**Run 1: cell sizes after repair**

The bar under the picture is 20 microns long.
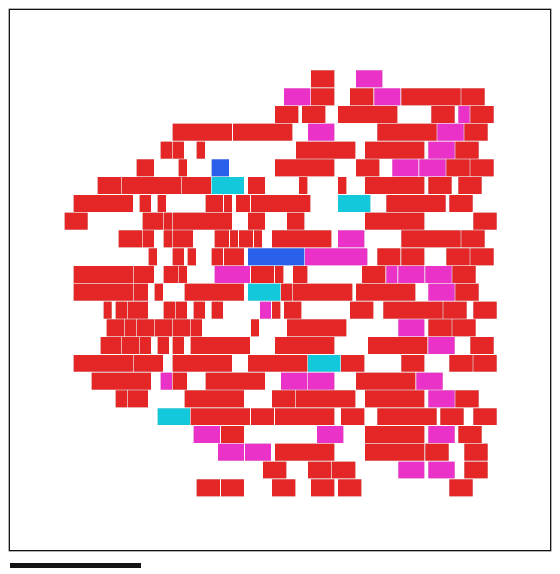
**Run 1: clock wiring as the flow saved it**

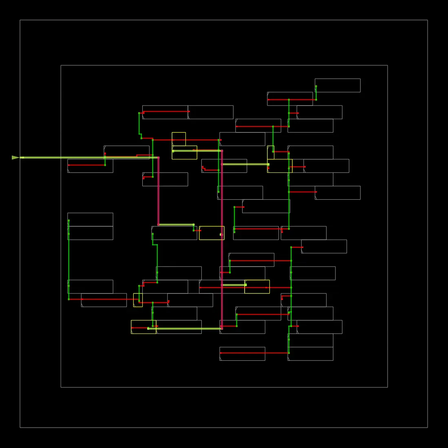
**Run 1: register map, names as in the netlist**

The bar under the picture is 20 microns long. Other sequential cells in the stronger grey, the rest of the logic in the fainter grey.
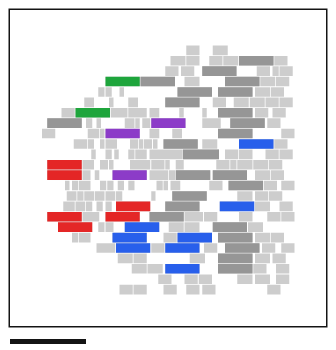
**Run 1: clock wires, drivers and flops**

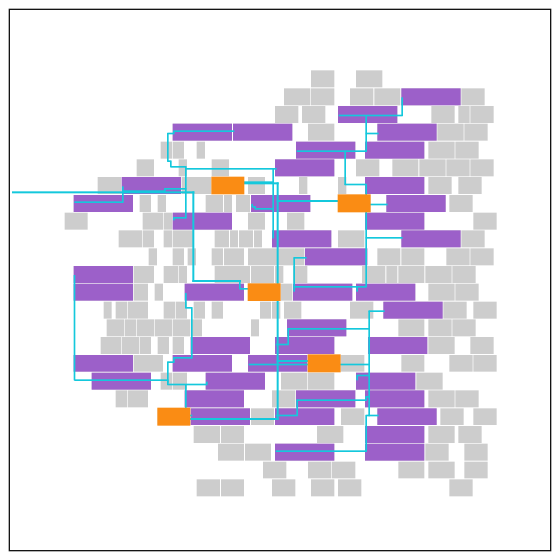
### src/rtl/mem_access_ctrl_pkg.sv
// Shared state encoding and default timing parameters for the memory access controller.
package mem_access_ctrl_pkg;

  typedef enum logic [2:0] {
    ST_IDLE  = 3'd0,
    ST_START = 3'd1,
    ST_WAIT  = 3'd2,
    ST_DONE  = 3'd3,
    ST_RETRY = 3'd4,
    ST_ERR   = 3'd5
  } state_t;

  localparam int DEF_TIMEOUT_CYC = 32;
  localparam int DEF_MAX_RETRY   = 1;

  // True in the states where the cache strobes are driven.
  function automatic logic drives_cache(input state_t st);
    return (st == ST_START) || (st == ST_WAIT);
  endfunction

endpackage

### src/rtl/mem_access_ctrl_if.sv
// CPU-side request bus and cache-side strobe bus of the memory access controller.
interface mem_access_ctrl_if;

  logic       cpu_req;
  logic       cpu_we;
  logic [7:0] cpu_addr;
  logic [7:0] cpu_wdata;
  logic       cpu_busy;
  logic       cpu_done;
  logic [7:0] cpu_rdata;
  logic       cpu_err;
  logic [7:0] addr;
  logic [7:0] datain;
  logic [7:0] dataout;
  logic       enable;
  logic       read_en;
  logic       write_en;
  logic       MFC;
  logic       MFCreset;

  modport master (
    output cpu_req, cpu_we, cpu_addr, cpu_wdata, dataout, MFC,
    input  cpu_busy, cpu_done, cpu_rdata, cpu_err, addr, datain,
           enable, read_en, write_en, MFCreset
  );

  modport slave (
    input  cpu_req, cpu_we, cpu_addr, cpu_wdata, dataout, MFC,
    output cpu_busy, cpu_done, cpu_rdata, cpu_err, addr, datain,
           enable, read_en, write_en, MFCreset
  );

endinterface

### src/rtl/mem_access_ctrl_timeout_cnt.sv
// Loadable saturating up-counter; term flags the last allowed WAIT cycle of an attempt.
module mac_timeout_cnt #(
  parameter int LIMIT = 32,
  parameter int W     = $clog2(LIMIT) + 1
) (
  input  logic clk,
  input  logic clear_n,
  input  logic load,
  input  logic inc,
  output logic term
);

  localparam logic [W-1:0] TERM_V = W'(LIMIT - 1);
  localparam logic [W-1:0] MAX_V  = {W{1'b1}};

  logic [W-1:0] cnt_r;

  // Load has priority; the count sticks at all-ones rather than wrapping.
  always_ff @(posedge clk or negedge clear_n) begin
    if (!clear_n) begin
      cnt_r <= '0;
    end else if (load) begin
      cnt_r <= '0;
    end else if (inc && (cnt_r != MAX_V)) begin
      cnt_r <= cnt_r + W'(1);
    end else begin
      cnt_r <= cnt_r;
    end
  end

  assign term = (cnt_r == TERM_V);

endmodule

### src/rtl/mem_access_ctrl.sv
// Single-outstanding CPU-to-cache access sequencer with per-attempt timeout and retry.
module mem_access_ctrl
  import mem_access_ctrl_pkg::*;
#(
  parameter int TIMEOUT_CYC = DEF_TIMEOUT_CYC,
  parameter int MAX_RETRY   = DEF_MAX_RETRY
) (
  input logic             clk,
  input logic             clear_n,
  mem_access_ctrl_if.slave bus
);

  localparam int CW = $clog2(TIMEOUT_CYC) + 1;
  localparam int AW = $clog2(MAX_RETRY + 1) + 1;
  localparam logic [AW-1:0] MAX_RETRY_V = AW'(MAX_RETRY);

  state_t          state_r, state_nx_s;
  logic            we_q_r;
  logic [7:0]      addr_q_r, wdata_q_r, rdata_r;
  logic [AW-1:0]   att_r;
  logic            latch_s, cnt_load_s, cnt_inc_s, att_clr_s, att_inc_s, rd_load_s;
  logic            term_s, we_nx_s, drive_nx_s;
  logic            busy_r, done_r, err_r, en_r, rd_en_r, wr_en_r, mfcreset_r;

  mac_timeout_cnt #(.LIMIT(TIMEOUT_CYC), .W(CW)) u_tmo (
    .clk     (clk),
    .clear_n (clear_n),
    .load    (cnt_load_s),
    .inc     (cnt_inc_s),
    .term    (term_s)
  );

  // Next-state and datapath control; MFC only matters in WAIT.
  always_comb begin
    state_nx_s = state_r;
    latch_s    = 1'b0;
    cnt_load_s = 1'b0;
    cnt_inc_s  = 1'b0;
    att_clr_s  = 1'b0;
    att_inc_s  = 1'b0;
    rd_load_s  = 1'b0;
    case (state_r)
      ST_IDLE: begin
        if (bus.cpu_req) begin
          latch_s    = 1'b1;
          att_clr_s  = 1'b1;
          state_nx_s = ST_START;
        end else begin
          state_nx_s = ST_IDLE;
        end
      end
      ST_START: begin
        cnt_load_s = 1'b1;
        state_nx_s = ST_WAIT;
      end
      ST_WAIT: begin
        if (bus.MFC) begin
          rd_load_s  = ~we_q_r;
          state_nx_s = ST_DONE;
        end else if (term_s) begin
          state_nx_s = (att_r < MAX_RETRY_V) ? ST_RETRY : ST_ERR;
        end else begin
          cnt_inc_s = 1'b1;
        end
      end
      ST_RETRY: begin
        att_inc_s  = 1'b1;
        state_nx_s = ST_START;
      end
      ST_DONE:  state_nx_s = ST_IDLE;
      ST_ERR:   state_nx_s = ST_IDLE;
      default:  state_nx_s = ST_IDLE;
    endcase
    we_nx_s    = latch_s ? bus.cpu_we : we_q_r;
    drive_nx_s = drives_cache(state_nx_s);
  end

  // State, request holding registers, attempt count and read result.
  always_ff @(posedge clk or negedge clear_n) begin
    if (!clear_n) begin
      state_r   <= ST_IDLE;
      we_q_r    <= 1'b0;
      addr_q_r  <= 8'h00;
      wdata_q_r <= 8'h00;
      att_r     <= '0;
      rdata_r   <= 8'h00;
    end else begin
      state_r <= state_nx_s;
      if (latch_s) begin
        we_q_r    <= bus.cpu_we;
        addr_q_r  <= bus.cpu_addr;
        wdata_q_r <= bus.cpu_wdata;
      end
      if (att_clr_s) begin
        att_r <= '0;
      end else if (att_inc_s) begin
        att_r <= att_r + AW'(1);
      end
      if (rd_load_s) begin
        rdata_r <= bus.dataout;
      end
    end
  end

  // Outputs are registered from the next state so they change with the state register.
  always_ff @(posedge clk or negedge clear_n) begin
    if (!clear_n) begin
      busy_r     <= 1'b0;
      done_r     <= 1'b0;
      err_r      <= 1'b0;
      en_r       <= 1'b0;
      rd_en_r    <= 1'b0;
      wr_en_r    <= 1'b0;
      mfcreset_r <= 1'b1;
    end else begin
      busy_r     <= (state_nx_s != ST_IDLE);
      done_r     <= (state_nx_s == ST_DONE) || (state_nx_s == ST_ERR);
      err_r      <= (state_nx_s == ST_ERR);
      en_r       <= drive_nx_s;
      rd_en_r    <= drive_nx_s & ~we_nx_s;
      wr_en_r    <= drive_nx_s & we_nx_s;
      mfcreset_r <= ~drive_nx_s;
    end
  end

  assign bus.cpu_busy  = busy_r;
  assign bus.cpu_done  = done_r;
  assign bus.cpu_err   = err_r;
  assign bus.cpu_rdata = rdata_r;
  assign bus.addr      = addr_q_r;
  assign bus.datain    = wdata_q_r;
  assign bus.enable    = en_r;
  assign bus.read_en   = rd_en_r;
  assign bus.write_en  = wr_en_r;
  assign bus.MFCreset  = mfcreset_r;

endmodule

### src/flat_wrapper.sv
// flat-port wrapper written by rule: the top's interface ports become plain ports
module mem_access_ctrl_flat import mem_access_ctrl_pkg::*;
#(
  parameter int TIMEOUT_CYC = DEF_TIMEOUT_CYC,
  parameter int MAX_RETRY   = DEF_MAX_RETRY
)
  (clk, clear_n, bus_cpu_req, bus_cpu_we, bus_cpu_addr, bus_cpu_wdata, bus_dataout, bus_MFC, bus_cpu_busy, bus_cpu_done, bus_cpu_rdata, bus_cpu_err, bus_addr, bus_datain, bus_enable, bus_read_en, bus_write_en, bus_MFCreset);
  mem_access_ctrl_if bus_i ();
  input logic clk;
  input logic clear_n;
  input wire logic [$bits(bus_i.cpu_req)-1:0] bus_cpu_req;
  input wire logic [$bits(bus_i.cpu_we)-1:0] bus_cpu_we;
  input wire logic [$bits(bus_i.cpu_addr)-1:0] bus_cpu_addr;
  input wire logic [$bits(bus_i.cpu_wdata)-1:0] bus_cpu_wdata;
  input wire logic [$bits(bus_i.dataout)-1:0] bus_dataout;
  input wire logic [$bits(bus_i.MFC)-1:0] bus_MFC;
  output wire logic [$bits(bus_i.cpu_busy)-1:0] bus_cpu_busy;
  output wire logic [$bits(bus_i.cpu_done)-1:0] bus_cpu_done;
  output wire logic [$bits(bus_i.cpu_rdata)-1:0] bus_cpu_rdata;
  output wire logic [$bits(bus_i.cpu_err)-1:0] bus_cpu_err;
  output wire logic [$bits(bus_i.addr)-1:0] bus_addr;
  output wire logic [$bits(bus_i.datain)-1:0] bus_datain;
  output wire logic [$bits(bus_i.enable)-1:0] bus_enable;
  output wire logic [$bits(bus_i.read_en)-1:0] bus_read_en;
  output wire logic [$bits(bus_i.write_en)-1:0] bus_write_en;
  output wire logic [$bits(bus_i.MFCreset)-1:0] bus_MFCreset;
  assign bus_i.cpu_req = bus_cpu_req;
  assign bus_i.cpu_we = bus_cpu_we;
  assign bus_i.cpu_addr = bus_cpu_addr;
  assign bus_i.cpu_wdata = bus_cpu_wdata;
  assign bus_i.dataout = bus_dataout;
  assign bus_i.MFC = bus_MFC;
  assign bus_cpu_busy = bus_i.cpu_busy;
  assign bus_cpu_done = bus_i.cpu_done;
  assign bus_cpu_rdata = bus_i.cpu_rdata;
  assign bus_cpu_err = bus_i.cpu_err;
  assign bus_addr = bus_i.addr;
  assign bus_datain = bus_i.datain;
  assign bus_enable = bus_i.enable;
  assign bus_read_en = bus_i.read_en;
  assign bus_write_en = bus_i.write_en;
  assign bus_MFCreset = bus_i.MFCreset;
  mem_access_ctrl #(.TIMEOUT_CYC(TIMEOUT_CYC), .MAX_RETRY(MAX_RETRY)) u_core (.clk(clk), .clear_n(clear_n), .bus(bus_i));
endmodule
### config.mk
export PLATFORM = sky130hd
export DESIGN_NAME = mem_access_ctrl_flat
export DESIGN_NICKNAME = d
export VERILOG_FILES = /design/src/rtl/mem_access_ctrl_pkg.sv /design/src/rtl/mem_access_ctrl_if.sv /design/src/rtl/mem_access_ctrl_timeout_cnt.sv /design/src/rtl/mem_access_ctrl.sv /design/src/flat_wrapper.sv
export SDC_FILE = /design/constraint.sdc
export NUM_CORES = 1
export LEC_CHECK = 0
export CAP_MARGIN = 20
export CORE_MARGIN = 8
export CORE_UTILIZATION = 40
export CTS_CLUSTER_SIZE = 16
export DETAILED_ROUTE_END_ITERATION = 7
export GPL_TIMING_DRIVEN = 0
export PLACE_DENSITY = 0.73
export SYNTH_ARGS = -nofsm -noshare
export SYNTH_HDL_FRONTEND = slang
export SYNTH_SLANG_ARGS = --single-unit
### constraint.sdc
create_clock -name clk -period 2.3 [get_ports clk]
set_input_delay 0.345 -clock clk [delete_from_list [all_inputs] [get_ports clk]]
set_output_delay 0.345 -clock clk [all_outputs]
set_load 0.01 [all_outputs]
==> out/qor.csv, run 1 <==
stage;metric;value;unit
run_status;status;finished clean;
cells_and_area;combAreaFraction;0.2646;
cells_and_area;logic_gate_count;82;
logic_synthesis;synth-edff-count;0;
power;power.total;3.069;mW
critical_path;crit_path_start_kind;primary input;
logic_synthesis;synth_area;1775;sq um
clock_tree;cts_max_path_buffers;2;
final_timing;slew_headroom;0.4081;
clock_tree;cts_hold_buf;0;
cells_and_area;n_clock_buffer;6;
final_timing;fin_tns_setup;0;ns
logic_synthesis;yosys.area_share.adder;0.01409;
routing;wl_per_cell;15.57;microns
routing;vias_per_cell;5.224;
run;drv_cap;0;
global_routing;grtUsageTotal;0.1181;
floorplan;rows;24;
critical_path;critical_path.max_fanout;8;
cells_and_area;layout_top_cell;clkdlybuf4s50_1;
cells_and_area;area_growth;41.93;%
logic_synthesis;ys_chip_area;1775;sq um
clock_tree;cts_setup_buffers;0;
global_routing;grt_use_met3;0.04978;
critical_path;rrSetupSlack;0.45;ns
logic_synthesis;yosys_warnings;0;
cells_and_area;largest_class;flip-flops and latches;
floorplan;core_area;4324;sq um
logic_synthesis;synthAoiAreaFrac;0.09796;
global_routing;antenna_found_initial;0;
logic_synthesis;syn_inst;135;
cells_and_area;seq_area;1077;sq um
critical_path;crit_chain;clkdlybuf4s50_1, or4b_1, clkbuf_2, or4_1, a21oi_1;
critical_path;path_class;primary input to flip-flop;
power;p_sw;0.9654;mW
clock_tree;numCtsBuffers;5;
logic_synthesis;top_cells_by_area;dfrtp_1, mux2_2, a21oi_1;
cells_and_area;clkCellAreaFrac;0.03376;
worst_hold_path;worstHoldPathType;primary input to async pin;
clock_tree;tritoncts;yes;
power;powerSeq;1.24;mW
global_routing;use_met1;0.1405;
power;maxPowerGroup;combinational logic;
routing;wl_met3;495;microns
floorplan;die_w;82.63;microns
routing;antenna_left;0;
## Picture notes: 'cell sizes after repair'
legend:
  red:
    size: drive 1 or less
    cells: 164
    share: 81%
  cyan:
    size: drive 6 and up
    cells: 5
    share: 2.5%
  magenta:
    size: drive 2
    cells: 31
    share: 15%
  blue:
    size: drive 3 to 4
    cells: 2
    share: 0.99%

## Picture notes: 'clock wiring as the flow saved it'
Worst-Skew Late Latency: 0.29 ns
Worst Skew: 0.004488 ns
CTS Sinks: 43
flip-flops: 43

## Picture notes: 'register map, names as in the netlist'
legend:
  green:
    signal: u_core.att_r
    sequential_cells: 2
  red:
    signal: u_core.u_tmo.cnt_r
    sequential_cells: 6
  purple:
    signal: u_core.state_r
    sequential_cells: 3
  blue:
    signal: u_core.bus.addr
    sequential_cells: 8
    where: bottom centre
not coloured: 24

## Picture notes: 'clock wires, drivers and flops'
legend:
  purple:
    item: flip-flops
    count: 43
  cyan:
    item: clock wires
    length: 450 microns
  orange:
    item: cells driving clock nets
    count: 5
routed clock nets: 6
power in the clock group: 0.446 mW
clock power share: 0.145

==> run 2, diff against run 1 <==
Clock period 2.3 ns to 1.81 ns, I/O delays scaled along.
**Run 2: clock wires, drivers and flops**

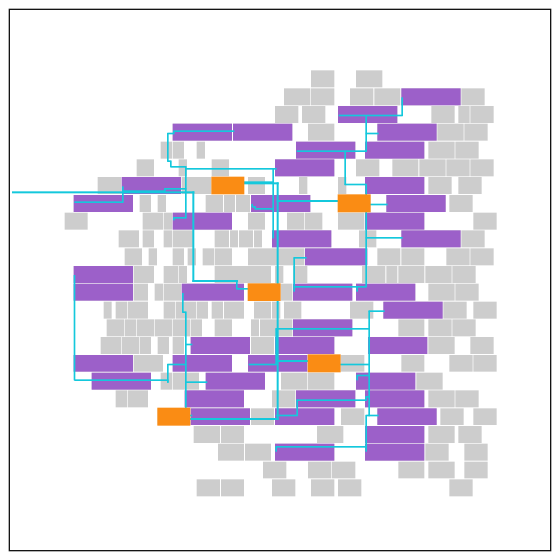
legend:
  orange:
    item: cells driving clock nets
    count: 5
  cyan:
    item: clock wires
    length: 443 microns
  purple:
    item: flip-flops
    count: 43
routed clock nets: 6
power in the clock group: 0.567 mW
Worst Skew: 0.004464 ns
clock power share: 0.142

==> run 2 against run 1 <==
Effect of this change:
- cell count grew 2.8%
- critical path depth is the same
- sequential power rose by 27%
- register-to-register slack worse by 0.40 ns
- power is 30% higher
- area after synthesis unchanged
- clock-buffer cell count is the same
- critical path type is now flip-flop to flip-flop
- highest routed layer unchanged
==> out/qor.csv, run 2 <==
stage;metric;value;unit
run_status;status;finished clean;
global_routing;use_met1;0.1430;
clock_tree;clock_sinks;43;
run;drv_cap;0;
logic_synthesis;ys_chip_area;1775;sq um
logic_synthesis;synth_area;1775;sq um
power;maxPowerGroup;combinational logic;
logic_synthesis;syn_inst;135;
floorplan;rows;24;
logic_synthesis;synth-edff-count;0;
logic_synthesis;yosys.area_share.adder;0.01409;
cells_and_area;n_clock_buffer;6;
routing;vias_per_cell;5.199;
cells_and_area;seq_area;1079;sq um
clock_tree;tritoncts;yes;
clock_tree;clkLatencyLatePin;0.29;ns
routing;wl_per_cell;15.83;microns
critical_path;critical_path.max_fanout;4;
cells_and_area;flops;43;
clock_tree;cts_hold_buf;0;
power;power.total;3.993;mW
cells_and_area;combAreaFraction;0.2632;
floorplan;die_w;82.63;microns
logic_synthesis;synthAoiAreaFrac;0.09796;
global_routing;grt_use_met3;0.05087;
logic_synthesis;top_cells_by_area;dfrtp_1, mux2_2, a21oi_1;
logic_synthesis;yosys_warnings;0;
critical_path;rrSetupSlack;0.05;ns
power;p_sw;1.257;mW
final_timing;fin_tns_setup;0;ns
floorplan;core_area;4324;sq um
clock_tree;numCtsBuffers;5;
cells_and_area;area_growth;46.44;%
worst_hold_path;worstHoldPathType;primary input to async pin;
global_routing;grtUsageTotal;0.1221;
power;powerSeq;1.58;mW
global_routing;antenna_found_initial;0;
cells_and_area;clkCellAreaFrac;0.03272;
final_timing;slew_headroom;0.3985;
==> run 3, diff against run 2 <==
Settings changed: CORE_MARGIN 8 to 1.5.
**Run 3: cell classes on the final placement**

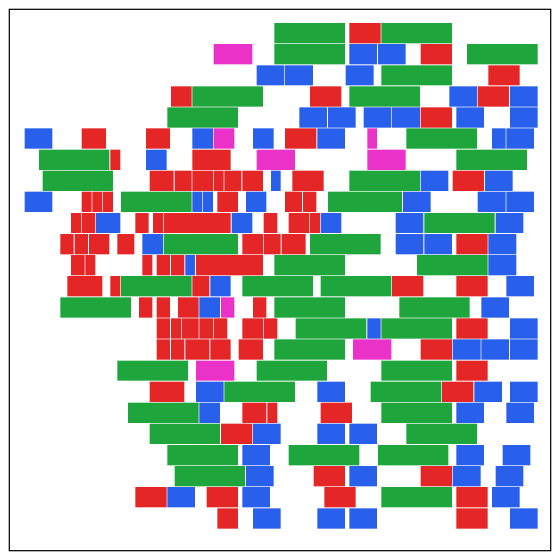
legend:
  magenta:
    class: clock drivers and dummy loads
    cells: 8
  blue:
    class: other buffers and delay cells
    cells: 74
  red:
    class: all other logic
    cells: 86
  green:
    class: flip-flops
    cells: 43
flop share of the area: 0.4144
final core occ: 0.6019
Site Rows: 24
core area: 4324 sq um

==> run 3 against run 2 <==
Effect of this change:
- wire length is 1.2% higher
- via count is 2.1% higher
- first-iteration DRC count is 20% lower
- clock-buffer cell count stayed put
- non-clock buffer count is 2 higher
- cell area hardly changed
- combinational power hardly changed
- critical path depth is 2 lower
- flip-flop count stayed put
- clock skew is 0.0022 ns lower
- power is 0.73% higher
- worst hold slack better by 0.0054 ns
==> out/qor.csv, run 3 <==
stage;metric;value;unit
final_timing;slew_headroom;0.3876;
global_routing;grt_use_met3;0.06541;
routing;wl_met3;278;microns
clock_tree;cts_hold_buf;0;
final_timing;clock-skew-final;0.002239;ns
clock_tree;clkLatencyLatePin;0.29;ns
power;powerSeq;1.57;mW
cells_and_area;flops;43;
critical_path;rrSetupSlack;0.07;ns
power;maxPowerGroup;combinational logic;
routing;antenna_left;0;
placed_design;placed_area;2426;sq um
logic_synthesis;synth_area;1775;sq um
logic_synthesis;syn_nets;166;
run_status;status;finished clean;
logic_synthesis;syn_inst;135;
cells_and_area;layout_top_cell;clkdlybuf4s50_1;
final_timing;fin_tns_setup;0;ns
logic_synthesis;ys_sh_mux;0.1586;
clock_tree;clock_sinks;43;
routing;vias_per_cell;5.266;
power;pwr-share-clk;0.144;
global_routing;antenna_found_initial;0;
routing;wl_per_cell;15.89;microns
cells_and_area;largest_class;flip-flops and latches;
cells_and_area;combAreaFraction;0.2611;
logic_synthesis;ys_chip_area;1775;sq um
cells_and_area;logic_gate_count;82;
logic_synthesis;synth-edff-count;0;
worst_hold_path;worstHoldPathType;primary input to async pin;
clock_tree;numCtsBuffers;5;
power;p_sw;1.275;mW
clock_tree;cts_setup_buffers;4;
cells_and_area;n_clock_buffer;6;
run;drv_cap;0;
clock_tree;tritoncts;yes;
logic_synthesis;yosys_warnings;0;
critical_path;critical_path.max_fanout;8;
routing;wirelength;4180;microns
power;p_clk;0.580;mW
logic_synthesis;yosys.area_share.adder;0.01409;
floorplan;die_w;69.63;microns
global_routing;use_met1;0.2055;
clock_tree;cts_max_path_buffers;2;
Power and IR drop assume default switching activity.
